run_1/m3.png
Scale bar: 100 µm.
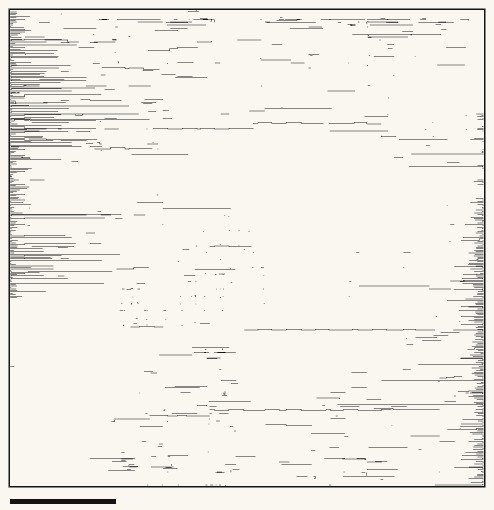
run_1/placed.png
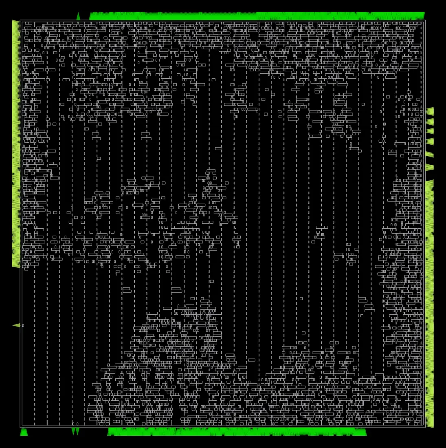
run_1/m4.png
Supply wires on this layer in grey.
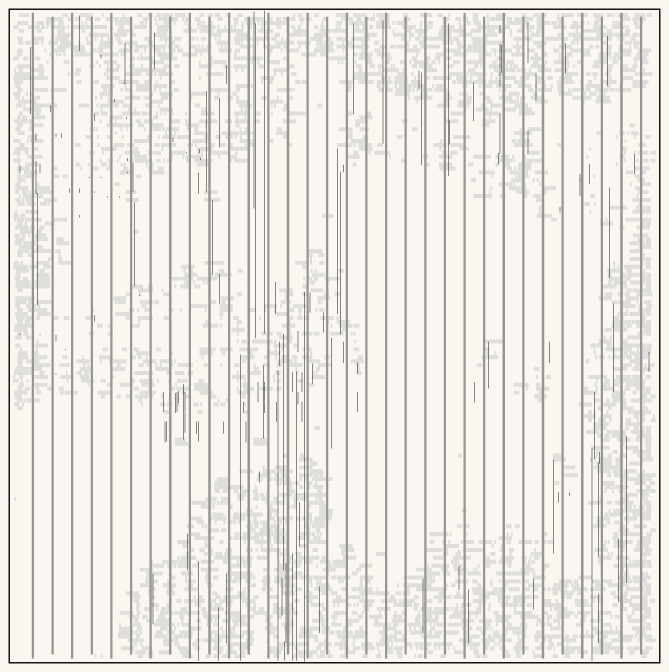
==> config.mk <==
export PLATFORM = sky130hd
export DESIGN_NAME = dram_read_master_flat
export DESIGN_NICKNAME = d
export VERILOG_FILES = /design/src/rtl/dram_read_master_if.sv /design/src/rtl/dram_read_master.sv /design/src/flat_wrapper.sv
export SDC_FILE = /design/constraint.sdc
export NUM_CORES = 1
export LEC_CHECK = 0
export CORE_AREA = 2 2 447 449
export CTS_CLUSTER_DIAMETER = 40
export DETAILED_ROUTE_END_ITERATION = 10
export DIE_AREA = 0 0 449 451
export GPL_ROUTABILITY_DRIVEN = 1
export PLACE_DENSITY = 0.43
export SLEW_MARGIN = 25
export SYNTH_ARGS = -nofsm -noshare
export SYNTH_HDL_FRONTEND = slang
export SYNTH_SLANG_ARGS = --single-unit
==> constraint.sdc <==
create_clock -name clk_pixel -period 13.3 [get_ports clk_pixel]
set_input_delay 1.33 -clock clk_pixel [delete_from_list [all_inputs] [get_ports clk_pixel]]
set_output_delay 1.33 -clock clk_pixel [all_outputs]
set_load 0.02 [all_outputs]
==> impl_metrics.toml <==
# yosys + openroad results
[worst_setup_path]
criticalPathCategory = "reg -> reg"
cp_cell_sequence = "inv_1 -> ha_1 -> xnor2_1 -> inv_1 -> ha_1 -> o21a_1 -> o21ai_0 -> o21bai_1 -> a31oi_4 -> mux2i_1 -> inv_1 -> ha_1 -> inv_1 -> fa_1 -> nor2b_1 -> o21a_1 -> o21ai_0 -> a2111o_1 -> a21oi_1 -> nor2b_1 -> nand2_1 -> a21oi_1 -> a2bb2oi_1"
crit_top_cell = "inv_1"
cpPeakStageDelay_ns = 0.50
crit_required_ns = 13.98
cp_slowest_cell = "nor2b_1"
start_kind = "flop"
cp.arrival_ns = 6.21
crit_path_end_kind = "flop"
reg2reg_depth = 23
crit_fanout = 7

[global_route]
grt_max_degree = 172
antenna_found_initial = 101
grt_overflow = 0
grt_pass1_vias = 24027
grt.total_usage_pct = 13.78
grt_pass1_wl_um = 196000

[place]
port_buffers = 1118
dpl.hpwl_um = 112000
pre_cts_ws_ns = 7.755
place.gp.congestion = 0.8790

[die]
ioPinCount = 1140
die_h_um = 451
die-area_um2 = 202500
fp_util_pct = 12.16

[synth]
yosysWarnings = 0
syn_area_um2 = 24110
synth_flops = 578
edf_count = 0
ys_seq_share_pct = 59.99
synth_area_leader_cell = "dfrtp_1"
synth_cells = 2797
ys_cells = 2797
flop_cell = "dfrtp_1"
async_reset_ff_share_pct = 100.0
synth_area_per_cell_um2 = 8.620
synth.distinct_cells = 59
ys_chip_area_um2 = 24110
synthTopCellsByArea = "dfrtp_1, nand2_1, clkbuf_1, ha_1, a21oi_1"

[power]
power_frac_comb_pct = 43.1
intPower_mw = 7.414
power.total_mw = 12.34
p_switching_mw = 4.926
total_leakage_power_nw = 19.95
sw_frac_of_total_pct = 39.92
powerDensity_nw_per_um2 = 282.3
pwr-share-seq_pct = 25.5

[job]
drv_cap = 0
tool_warnings = 51

[route]
wl_per_cell_um = 21.20
ant_nets = 0
firstDrtPassIters = 5
viasPerCell = 3.543
drt_iter0_drc = 1652
drc = 0

[sta]
worst_hold_slack_ns = 0.4665
max_freq_mhz = 180.7
setup_violations = 0
maxSlewHeadroom_pct = 28.41
setup_ws_ns = 7.766
finalMaxSlewViolations = 0
period_needed_ns = 5.534
tightest_slew_ns = 1.074
setup_tns_ns = 0
fin_crit_sh_pct = 41.61
hold_viol = 0
rsz0062_at_grt = "false"
final.setup_skew_ns = 0.03126

[finish]
finalNetCount = 4554
drive_gt1_share_pct = 7.360
largest_register_ffs = 512

[outcome]
status = "complete, no violations"

[cts]
htree_num_levels = 4
clock.latency.late_pin_ns = 0.77
cts_buffers = 152
cts_root_buffer = "clkbuf_16"
clock-sinks = 578
postCtsHoldBufs = 0
tritoncts = "built"
max-clock-path-buffers = 3
cts-resized-gates = 0

[worst_hold_path]
whs_path_depth = 2
hp-class = "reg -> reg"
## Picture notes: m3.png
longest straight run: 137 µm
main direction: horizontal
wire length on this layer: 11400 µm
share of all routed wire: 8.0%
nets with wire on the layer: 586
drt total wl: 143200 µm
DR vias: 23921

## Picture notes: placed.png
Core Rows: 164
Core Box Area: 198200 µm²
Fillers: 21845
Finished Layout Cells: 6752

## Picture notes: m4.png
longest straight run: 256 µm
wire length on this layer: 4860 µm
main direction: vertical
share of all routed wire: 3.4%

-- run 1: final cells by class --
class                      count  area (µm²)
clock buffer                 201        4229
antenna                       20       50.05
timing repair buffer        1139       11400
clock inverter                78        1150
fill                       21845      154500
inverter                      36       142.6
sequential                   578       14460
tap                         2656        3323
multi-input combinational   2044        8955
-- run 1: critical path: cells and delay by family, from the launching register on --
family / cells / cell delay [ns]
compound gates: 10 / 2.26
mux: 1 / 0.24
simple gates: 3 / 0.80
flops: 1 / 0.48
xor+xnor: 1 / 0.20
buf+inv: 4 / 0.37
fa+ha+maj: 4 / 1.09
-- run 1: through the flow --
stage          util [%]  std cells  area [µm²]
6_report          22.05       6752       43720
4_1_cts           22.03       6732       43670
2_1_floorplan         -       2812       24170
3_5_place_dp      19.32       6453       38290
3_3_place_gp      19.32       6453       38290
5_1_grt           22.04       6742       43690
-- run 1: cell families after synthesis --
family,count (synthesis),share of synthesized area [%]
mux,18,0.8096
buf+inv,190,3.191
compound gates,194,4.951
simple gates,1749,28.01
flops,578,59.99
other cells,2,0.03115
fa+ha+maj,36,1.930
xor+xnor,30,1.090
-- run 1: cell usage after synthesis (7+ instances only) --
cell / instances
dfrtp_1: 578
inv_1: 34
mux2i_1: 9
buf_1: 8
ha_1: 34
nand3_1: 27
nand2_1: 1615
buf_4: 15
nor2_1: 47
a21o_1: 9
o21ai_0: 51
nor3_1: 18
o21a_1: 7
mux2_2: 8
xor2_1: 17
a21oi_1: 70
o22ai_1: 16
xnor2_1: 13
clkbuf_1: 131
nor2b_1: 9
-- run 1: power groups by stage --
stage | logic [mW] | clock network (mW) | registers [mW]
global placement | 5.43 | 0 | 3.13
floorplan | 1.57 | 0 | 4.06
CTS | 5.46 | 3.99 | 3.14
global route | 5.74 | 4.08 | 3.25
detailed placement | 5.43 | 0 | 3.15
finish | 5.32 | 3.88 | 3.14
-- run 1: routing by layer --
layer / wire length [µm] / up-vias / GRT usage [%]
met2: 70340 / 985 / 23.26
met5: 385 / - / 0
met4: 4860 / 66 / 5.445
met1: 56190 / 11451 / 15.65
met3: 11400 / 311 / 5.211
li1: - / 11108 / -
-- run 1: layout by cell type (no fill, tap or decap), types with 13 or more instances in the layout --
master and instances:
xnor2_1 13, ha_1 34, diode_2 20, bufinv_16 20
nor3_1 18, buf_4 17, nand3_1 27, clkbuf_1 26
a21oi_1 69, clkdlybuf4s50_1 1117, inv_1 34, o22ai_1 16
conb_1 17, o21ai_0 51, xor2_1 17, nand2_1 1613
clkinv_2 26, clkbuf_8 22, dfrtp_1 578, clkbuf_16 153
nor2_1 47
Power and IR drop assume default switching activity.
